--- config.mk ---
export PLATFORM = sky130hd
export DESIGN_NAME = cycle_run_ctrl
export DESIGN_NICKNAME = d
export VERILOG_FILES = /design/src/rtl/run_ctrl_pkg.sv /design/src/rtl/bp_match.sv /design/src/rtl/cycle_run_ctrl.sv
export SDC_FILE = /design/constraint.sdc
export NUM_CORES = 1
export LEC_CHECK = 0
export CAP_MARGIN = 10
export CORE_ASPECT_RATIO = 1.4
export CORE_UTILIZATION = 45
export DETAILED_ROUTE_END_ITERATION = 10
export PLACE_DENSITY = 0.95
export RECOVER_POWER = 25
export SYNTH_ARGS = -nofsm -noshare
export SYNTH_HDL_FRONTEND = slang
export SYNTH_SLANG_ARGS = --single-unit
--- constraint.sdc ---
create_clock -name clk -period 5.11 [get_ports clk]
set_input_delay 1.022 -clock clk [delete_from_list [all_inputs] [get_ports clk]]
set_output_delay 1.022 -clock clk [all_outputs]
set_load 0.05 [all_outputs]
--- src/rtl/run_ctrl_pkg.sv ---
// Shared types and constants for the cycle run controller.
// Holds the FSM state encoding and the halt cause codes.
package run_ctrl_pkg;

    typedef enum logic [2:0] {
        S_IDLE,
        S_CORE_RST,
        S_RUN,
        S_STEP,
        S_HALTED
    } state_e;

    localparam logic [1:0] CAUSE_LIMIT = 2'd0;
    localparam logic [1:0] CAUSE_BREAK = 2'd1;
    localparam logic [1:0] CAUSE_EXT   = 2'd2;
    localparam logic [1:0] CAUSE_STEP  = 2'd3;

endpackage

--- src/rtl/bp_match.sv ---
// NUM_BP-way PC breakpoint comparator.
// Purely combinational; bp_hit is high when any enabled entry matches pc.
module bp_match #(
    parameter int NUM_BP = 2,
    parameter int PC_W   = 32
) (
    input  logic [PC_W-1:0]        pc,
    input  logic [NUM_BP-1:0]      bp_en,
    input  logic [NUM_BP*PC_W-1:0] bp_addr,
    output logic                   bp_hit
);

    always_comb begin
        bp_hit = 1'b0;
        for (int i = 0; i < NUM_BP; i++) begin
            if (bp_en[i] && (pc == bp_addr[i*PC_W +: PC_W])) begin
                bp_hit = 1'b1;
            end
        end
    end

endmodule

--- src/rtl/cycle_run_ctrl.sv ---
// Run controller for a single-cycle core: reset, run, step and halt.
// Drives a combinational core clock enable and a registered core reset.
module cycle_run_ctrl
    import run_ctrl_pkg::*;
#(
    parameter int CYCLE_W        = 16,
    parameter int PC_W           = 32,
    parameter int NUM_BP         = 2,
    parameter int DEFAULT_CYCLES = 17,
    parameter int RST_CYCLES     = 2
) (
    input  logic                   clk,
    input  logic                   rst,
    input  logic                   start,
    input  logic                   resume,
    input  logic                   step,
    input  logic                   halt_req,
    input  logic [CYCLE_W-1:0]     run_len,
    input  logic [NUM_BP-1:0]      bp_en,
    input  logic [NUM_BP*PC_W-1:0] bp_addr,
    input  logic [PC_W-1:0]        pc,
    output logic                   core_en,
    output logic                   core_rst,
    output logic                   busy,
    output logic                   halted,
    output logic                   done,
    output logic [1:0]             done_cause,
    output logic [CYCLE_W-1:0]     cycle_cnt
);

    localparam int RC_W = (RST_CYCLES > 1) ? $clog2(RST_CYCLES) : 1;
    localparam logic [RC_W-1:0] RST_LAST = RC_W'(RST_CYCLES - 1);

    state_e             state_q, state_d;
    logic [RC_W-1:0]    rst_cnt_q, rst_cnt_d;
    logic [CYCLE_W-1:0] len_q, len_d;
    logic [CYCLE_W-1:0] cnt_q, cnt_d;
    logic               skip_bp_q, skip_bp_d;
    logic [1:0]         cause_q, cause_d;
    logic               core_rst_q, core_rst_d;
    logic               busy_q, busy_d;
    logic               halted_q, halted_d;
    logic               done_q, done_d;

    logic               bp_hit;
    logic               en_c;
    logic [CYCLE_W-1:0] len_eff;
    logic [CYCLE_W-1:0] cnt_inc;

    bp_match #(
        .NUM_BP (NUM_BP),
        .PC_W   (PC_W)
    ) u_bp_match (
        .pc      (pc),
        .bp_en   (bp_en),
        .bp_addr (bp_addr),
        .bp_hit  (bp_hit)
    );

    assign len_eff = (run_len == '0) ? CYCLE_W'(DEFAULT_CYCLES) : run_len;
    assign cnt_inc = (cnt_q == '1) ? cnt_q : cnt_q + CYCLE_W'(1);

    always_comb begin
        state_d   = state_q;
        rst_cnt_d = rst_cnt_q;
        len_d     = len_q;
        cnt_d     = cnt_q;
        skip_bp_d = skip_bp_q;
        cause_d   = cause_q;
        en_c      = 1'b0;
        unique case (state_q)
            S_IDLE, S_HALTED: begin
                if (start) begin
                    len_d     = len_eff;
                    cnt_d     = '0;
                    rst_cnt_d = '0;
                    skip_bp_d = 1'b0;
                    state_d   = S_CORE_RST;
                end else if (state_q == S_HALTED && resume) begin
                    len_d     = len_eff;
                    skip_bp_d = 1'b1;
                    state_d   = S_RUN;
                end else if (state_q == S_HALTED && step) begin
                    state_d   = S_STEP;
                end
            end
            S_CORE_RST: begin
                if (rst_cnt_q == RST_LAST) begin
                    state_d = S_RUN;
                end else begin
                    rst_cnt_d = rst_cnt_q + RC_W'(1);
                end
            end
            S_RUN: begin
                skip_bp_d = 1'b0;
                // >= covers a resume whose new limit is already behind us
                if (halt_req) begin
                    state_d = S_HALTED;
                    cause_d = CAUSE_EXT;
                end else if (cnt_q >= len_q) begin
                    state_d = S_HALTED;
                    cause_d = CAUSE_LIMIT;
                end else if (bp_hit && !skip_bp_q) begin
                    state_d = S_HALTED;
                    cause_d = CAUSE_BREAK;
                end else begin
                    en_c  = 1'b1;
                    cnt_d = cnt_inc;
                end
            end
            S_STEP: begin
                state_d = S_HALTED;
                if (halt_req) begin
                    cause_d = CAUSE_EXT;
                end else begin
                    en_c    = 1'b1;
                    cnt_d   = cnt_inc;
                    cause_d = CAUSE_STEP;
                end
            end
            default: state_d = S_IDLE;
        endcase

        core_rst_d = (state_d == S_CORE_RST);
        busy_d     = (state_d == S_CORE_RST) || (state_d == S_RUN)
                  || (state_d == S_STEP);
        halted_d   = (state_d == S_HALTED);
        done_d     = (state_d == S_HALTED) && (state_q != S_HALTED);
    end

    always_ff @(posedge clk) begin
        if (rst) begin
            state_q    <= S_IDLE;
            rst_cnt_q  <= '0;
            len_q      <= '0;
            cnt_q      <= '0;
            skip_bp_q  <= 1'b0;
            cause_q    <= CAUSE_LIMIT;
            core_rst_q <= 1'b0;
            busy_q     <= 1'b0;
            halted_q   <= 1'b0;
            done_q     <= 1'b0;
        end else begin
            state_q    <= state_d;
            rst_cnt_q  <= rst_cnt_d;
            len_q      <= len_d;
            cnt_q      <= cnt_d;
            skip_bp_q  <= skip_bp_d;
            cause_q    <= cause_d;
            core_rst_q <= core_rst_d;
            busy_q     <= busy_d;
            halted_q   <= halted_d;
            done_q     <= done_d;
        end
    end

    assign core_en    = en_c && !rst;
    assign core_rst   = core_rst_q;
    assign busy       = busy_q;
    assign halted     = halted_q;
    assign done       = done_q;
    assign done_cause = cause_q;
    assign cycle_cnt  = cnt_q;

endmodule

==> metrics.log, run 1 <==
[metrics] run summary
INFO  metric top_logic_kind = simple AND/OR/NAND/NOR gates
INFO  metric report.final.setup_viol = 0
INFO  metric numCtsBuffers = 5
INFO  metric status = completed
INFO  metric nWellTaps = 92
INFO  metric yosys.stat.seqShare = 27.6%
INFO  metric synth_stat.cells = 384
INFO  metric xor_share = 18.8%
INFO  metric worst-setup-path-type = in2out
INFO  metric ys_warn_count = 0
INFO  metric tns = 0 ns
INFO  metric slowest_delay = 0.71 ns
INFO  metric sh_seq_area = 18.3%
INFO  metric cap_violations = 0
INFO  metric top_power_group = registers
INFO  metric pre_cts_ws = 0.480 ns
INFO  metric fin_crit_sh = 91.5%
INFO  metric power.sequential.total = 0.359 mW
INFO  metric irDropWorstVdd = 98.9 uV
INFO  metric synth_cells = 384
INFO  metric count_of_endpoints_failing_hold_in_the_final_timing_report = 0
-- run 1: tightest hold or removal path, stage by stage, from the launching register on --
cell                      delay [ns]
sky130_fd_sc_hd__dfxtp_1        0.31
sky130_fd_sc_hd__nand2_1        0.05
sky130_fd_sc_hd__a21oi_1        0.05
-- run 1: sequential cells by signal, summed over array words and instances (netlist names) --
signal / count
skip_bp_q: 1
core_rst: 1
state_q: 3
halted: 1
rst_cnt_q: 1
done: 1
done_cause: 2
cycle_cnt: 16
len_q: 16
busy: 1
-- run 1: metal layers --
metal  GRT usage, %  part of all wire, %
met3           5.40                  9.2
met4           17.6                  5.3
met2           58.1                   54
met5              0                    0
met1           29.0                   32
Run 1, routing congestion:
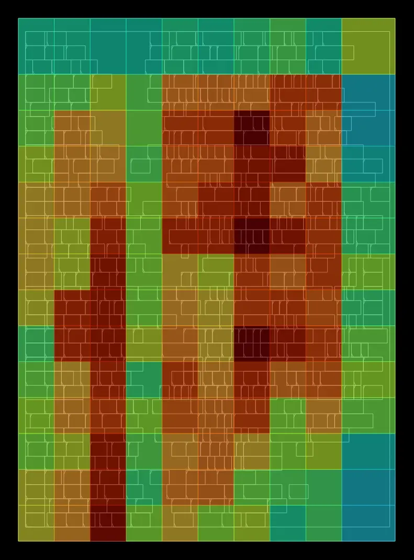
Top Usage Layer GRT: met2
met2 demand-to-capacity share in global routing: 58.1%
average detailed-routed wire length per instance: 17.6 um
post-route core utilization: 70.5%
GR Util met1: 29.0%

Run 1, placed cells, one color a class:
The bar under the picture is 20 um long. Fill, decap, tap and diode cells in gray.
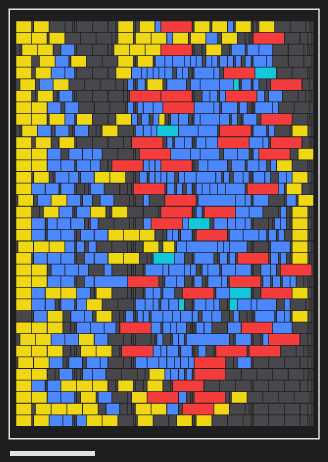
- clock drivers and dummy loads: cyan (cells 8)
- remaining logic cells: blue (cells 329)
- sequential cells: red (cells 43)
- remaining buffers and delay cells: yellow (cells 144)
core outline area: 0.00666 sq mm
fin area: 0.00469 sq mm

Run 1, cell area per tile:
7 x 10 tiles, from white (low) to dark blue (high), 0 to 100% covered.
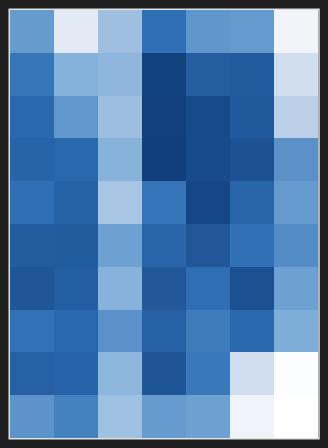
- nearly empty tiles: 2.9%
- emptiest ninth of the die: south-east
- fullest tile: 94%
- tiles over 75% full: 43%
- mean over tiles: 63%
Initial Util: 46.8%

Run 1, the metal 1 layer:
Supply wires on this layer in gray.
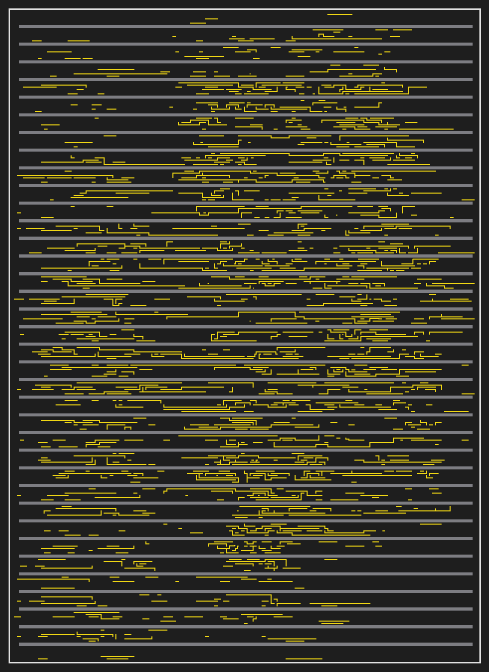
- share of all routed wire: 32%
- nets with wire on the layer: 586
sum of routed wire length over all layers: 10.9 mm
vias after detailed routing: 3480

==> run 2: changes to the inputs <==
- CORE_UTILIZATION: 45 -> 40
- PLACE_DENSITY: 0.95 -> 0.88
Run 2, placed cells, one color a class:
The bar under the picture is 20 um long. Fill, decap, tap and diode cells in gray.
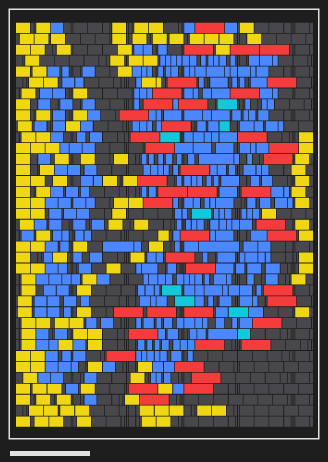
- remaining buffers and delay cells: yellow (cells 144)
- clock drivers and dummy loads: cyan (cells 8)
- sequential cells: red (cells 43)
- remaining logic cells: blue (cells 329)
num rows: 37
post-route core utilization: 63.3%

==> run 2 against run 1 <==
Net effect:
- core utilization is 7.2 points lower
- sequential share of layout area is 0.10 points lower
- register-to-register slack barely moved
- clock-buffer cell count decreased by 1
- largest cell class unchanged
- final cell count rose by 0.97%
- die area is 12% higher
- first-iteration DRC count grew 2.5%
- highest routed layer unchanged
==> metrics.log, run 2 <==
[metrics] run summary
INFO  metric top_power_group = registers
INFO  metric nWellTaps = 97
INFO  metric finalHoldWorstSlack = 0.459 ns
INFO  metric fin_crit_sh = 90.2%
INFO  metric report.final.setup_viol = 0
INFO  metric sh_seq_area = 18.2%
INFO  metric warning_count = 26
INFO  metric worst_clock_skew = 0.0101 ns
INFO  metric routedLengthMet1 = 3.59 mm
INFO  metric status = completed
INFO  metric finalWirelength = 10.5 mm
INFO  metric worst-setup-path-type = in2out
INFO  metric synth_stat.cells = 384
INFO  metric tns = 0 ns
INFO  metric detailed_routed_wire_length_on_met3 = 817 um
INFO  metric grt_start_max_net_pins = 31
INFO  metric pre_cts_ws = 0.482 ns
INFO  metric comb_area_share = 44.8%
INFO  metric worst_hold_startpoint = len_q[5]
INFO  metric ys_warn_count = 0
INFO  metric worst_slew_margin_rel = 14.5%
INFO  metric dpl_cell_area = 0.00462 sq mm
INFO  metric drt_pass1_iterations = 5
INFO  metric max-clock-path-buffers = 2
INFO  metric fin_area = 0.00472 sq mm
INFO  metric synth_cells = 384
INFO  metric grt_first_pass_wirelength = 16.1 mm
INFO  metric core_util_floorplan = 41.8%
INFO  metric numCtsBuffers = 5
INFO  metric grt_antenna_before_repair = 1
INFO  metric p_leak = 1.71 nW
INFO  metric cts_setup_buffers = 0
INFO  metric grt.busiest_layer = met2
INFO  metric clkbuf_count = 6
INFO  metric uppermost_signal_routing_layer_after_detailed_routing = met4
INFO  metric cap_violations = 0
INFO  metric top_area_share = 27.6%
INFO  metric power.sequential.total = 0.359 mW
INFO  metric yosys.stat.seqShare = 27.6%
INFO  metric irDropWorstVdd = 108 uV
INFO  metric wl_met2 = 5.62 mm
INFO  metric vias_after_detailed_routing = 3364
INFO  metric vias_in_the_first_global_route = 3392
INFO  metric count_of_endpoints_failing_hold_in_the_final_timing_report = 0
INFO  metric timing.reg2reg.setup_slack = 2.03 ns
INFO  metric yosys_area = 0.00312 sq mm
INFO  metric cts_max_level = 2
INFO  metric core_area = 0.00745 sq mm
INFO  metric top_area_cell_class = multi-input combinational cells
INFO  metric diodes_inserted = 1
Run 2, routing congestion:
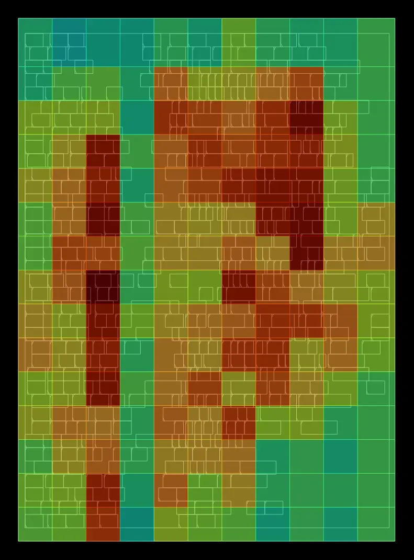
met2 demand-to-capacity share in global routing: 49.9%
met3 Usage GRT: 3.78%
average detailed-routed wire length per instance: 16.9 um
Overall Global Routing Usage: 25.8%
GR Util met1: 26.4%

==> run 2: cell counts after synthesis <==
No cell type changed its count.
==> run 2: critical path: stages <==
cell,delay [ns]
sky130_fd_sc_hd__clkdlybuf4s50_1,0.46
sky130_fd_sc_hd__xnor2_1,0.25
sky130_fd_sc_hd__nand4_1,0.13
sky130_fd_sc_hd__nor4_1,0.30
sky130_fd_sc_hd__nand3_1,0.19
sky130_fd_sc_hd__a31oi_4,0.39
sky130_fd_sc_hd__nor4_1,0.11
sky130_fd_sc_hd__clkdlybuf4s50_1,0.72
==> run 2: cells by family after synthesis <==
kind of cell | synth area share [%]
AND-OR/OR-AND | 16.2
XOR/XNOR | 18.8
adder cells (fa/ha/maj) | 6.82
buffers and inverters | 4.58
flip-flops | 27.6
multiplexers | 0.964
AND/OR/NAND/NOR | 25.0
==> run 3: changes to the inputs <==
- GPL_TIMING_DRIVEN: not set -> 0
==> run 3 against run 2 <==
Net effect:
- design area increased by 1.1%
- largest power group unchanged
- first-iteration DRC count up 7.7%
- sequential power hardly changed
- worst setup slack worse by 0.25 ns
==> metrics.log, run 3 <==
[metrics] run summary
INFO  metric p_leak = 1.77 nW
INFO  metric grt_antenna_before_repair = 0
INFO  metric warning_count = 26
INFO  metric worst-path-buf-inv = 2
INFO  metric top_area_share = 27.6%
INFO  metric synth_cells = 384
INFO  metric pre_cts_ws = 0.215 ns
INFO  metric slowest_delay = 0.73 ns
INFO  metric vias_in_the_first_global_route = 3373
INFO  metric cap_violations = 0
INFO  metric uppermost_signal_routing_layer_after_detailed_routing = met4
INFO  metric core_util_floorplan = 41.8%
INFO  metric wl_met2 = 5.40 mm
INFO  metric grt.busiest_layer = met2
INFO  metric cts_setup_buffers = 0
INFO  metric finalHoldWorstSlack = 0.461 ns
INFO  metric worst-setup-path-type = in2out
INFO  metric top_power_group = registers
INFO  metric timing.critical_path.slowest_stage_cell = sky130_fd_sc_hd__clkdlybuf4s50_1
INFO  metric top_logic_kind = simple AND/OR/NAND/NOR gates
INFO  metric grtUsageTotal = 25.9%
INFO  metric critical_path.top_delay_family = buffers and inverters
INFO  metric worst_slew_margin_rel = 47.6%
INFO  metric irDropWorstVdd = 124 uV
INFO  metric met3_usage_grt = 3.52%
INFO  metric status = completed
INFO  metric timing.reg2reg.setup_slack = 2.25 ns
INFO  metric dpl_cell_area = 0.00466 sq mm
INFO  metric detailed_routed_wire_length_on_met3 = 783 um
INFO  metric grt_start_max_net_pins = 15
INFO  metric yosys.area_share.adder = 6.82%
INFO  metric groute.layer.met2.usage = 47.9%
INFO  metric max-clock-path-buffers = 2
INFO  metric worst_clock_skew = 0.0146 ns
INFO  metric report.final.setup_viol = 0
INFO  metric fin_area = 0.00477 sq mm
INFO  metric routedLengthMet1 = 3.73 mm
INFO  metric ys_sh_mux = 0.963%
INFO  metric timing.critical_path.cells = clkdlybuf4s50_1, xnor2_1, nand4_1, nor4_1, nand3_1, a31oi_4, nor4_1, clkdlybuf4s50_1
INFO  metric synth_stat.cells = 384
INFO  metric synthSimpleGateAreaFrac = 25.0%
[run 3: layout make-up]
cell class / instances / area, sq um
Buffer: 12 / 52.6
Clock buffer: 5 / 68.8
Clock inverter: 3 / 43.8
Fill cell: 598 / 2680
Inverter: 24 / 90.1
Multi-Input combinational cell: 305 / 2110
Sequential cell: 43 / 861
Tap cell: 97 / 121
Timing Repair Buffer: 142 / 1420
[run 3: how the worst max path moves through the flow]
stage                          to  slack, ns  depth (start not counted)
after global routing      core_en       0.19                          8
final                     core_en       0.25                          8
after CTS                 core_en       0.21                          8
after detailed placement  core_en       0.22                          8
after global placement    core_en       0.34                          8
after floorplan           core_en       0.56                          7
[run 3: tightest hold or removal path: cells and delay by family (launching register included)]
family          cells  cell delay, ns
flops               1            0.32
compound gates      1            0.05
simple gates        1            0.05
Run 3, placed cells, one color a class:
The bar under the picture is 20 um long. Fill, decap, tap and diode cells in gray.
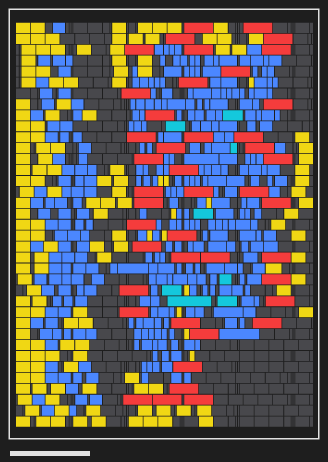
- clock drivers and dummy loads: cyan (cells 8)
- remaining buffers and delay cells: yellow (cells 154)
- remaining logic cells: blue (cells 329)
- sequential cells: red (cells 43)
core outline area: 0.00745 sq mm
sequential share of cell area: 18.0%
post-route core utilization: 64.0%

Run 3, M4 wires:
The bar under the picture is 20 um long. Supply wires on this layer in gray.
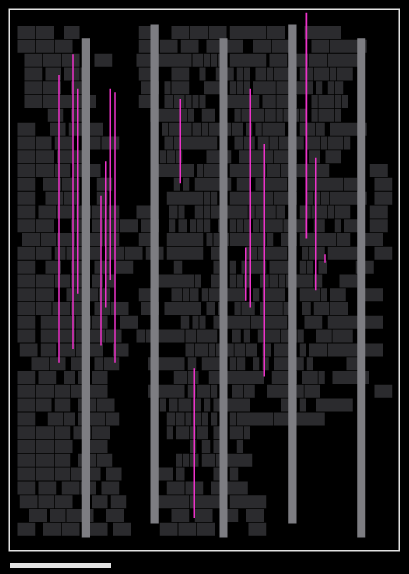
- main direction: vertical
- share of all routed wire: 5.0%
- longest straight run: 57.8 um
- wire length on this layer: 518 um
vias after detailed routing: 3411
sum of routed wire length over all layers: 10.4 mm

No activity file was given, so power comes from the tool's default toggle rates.
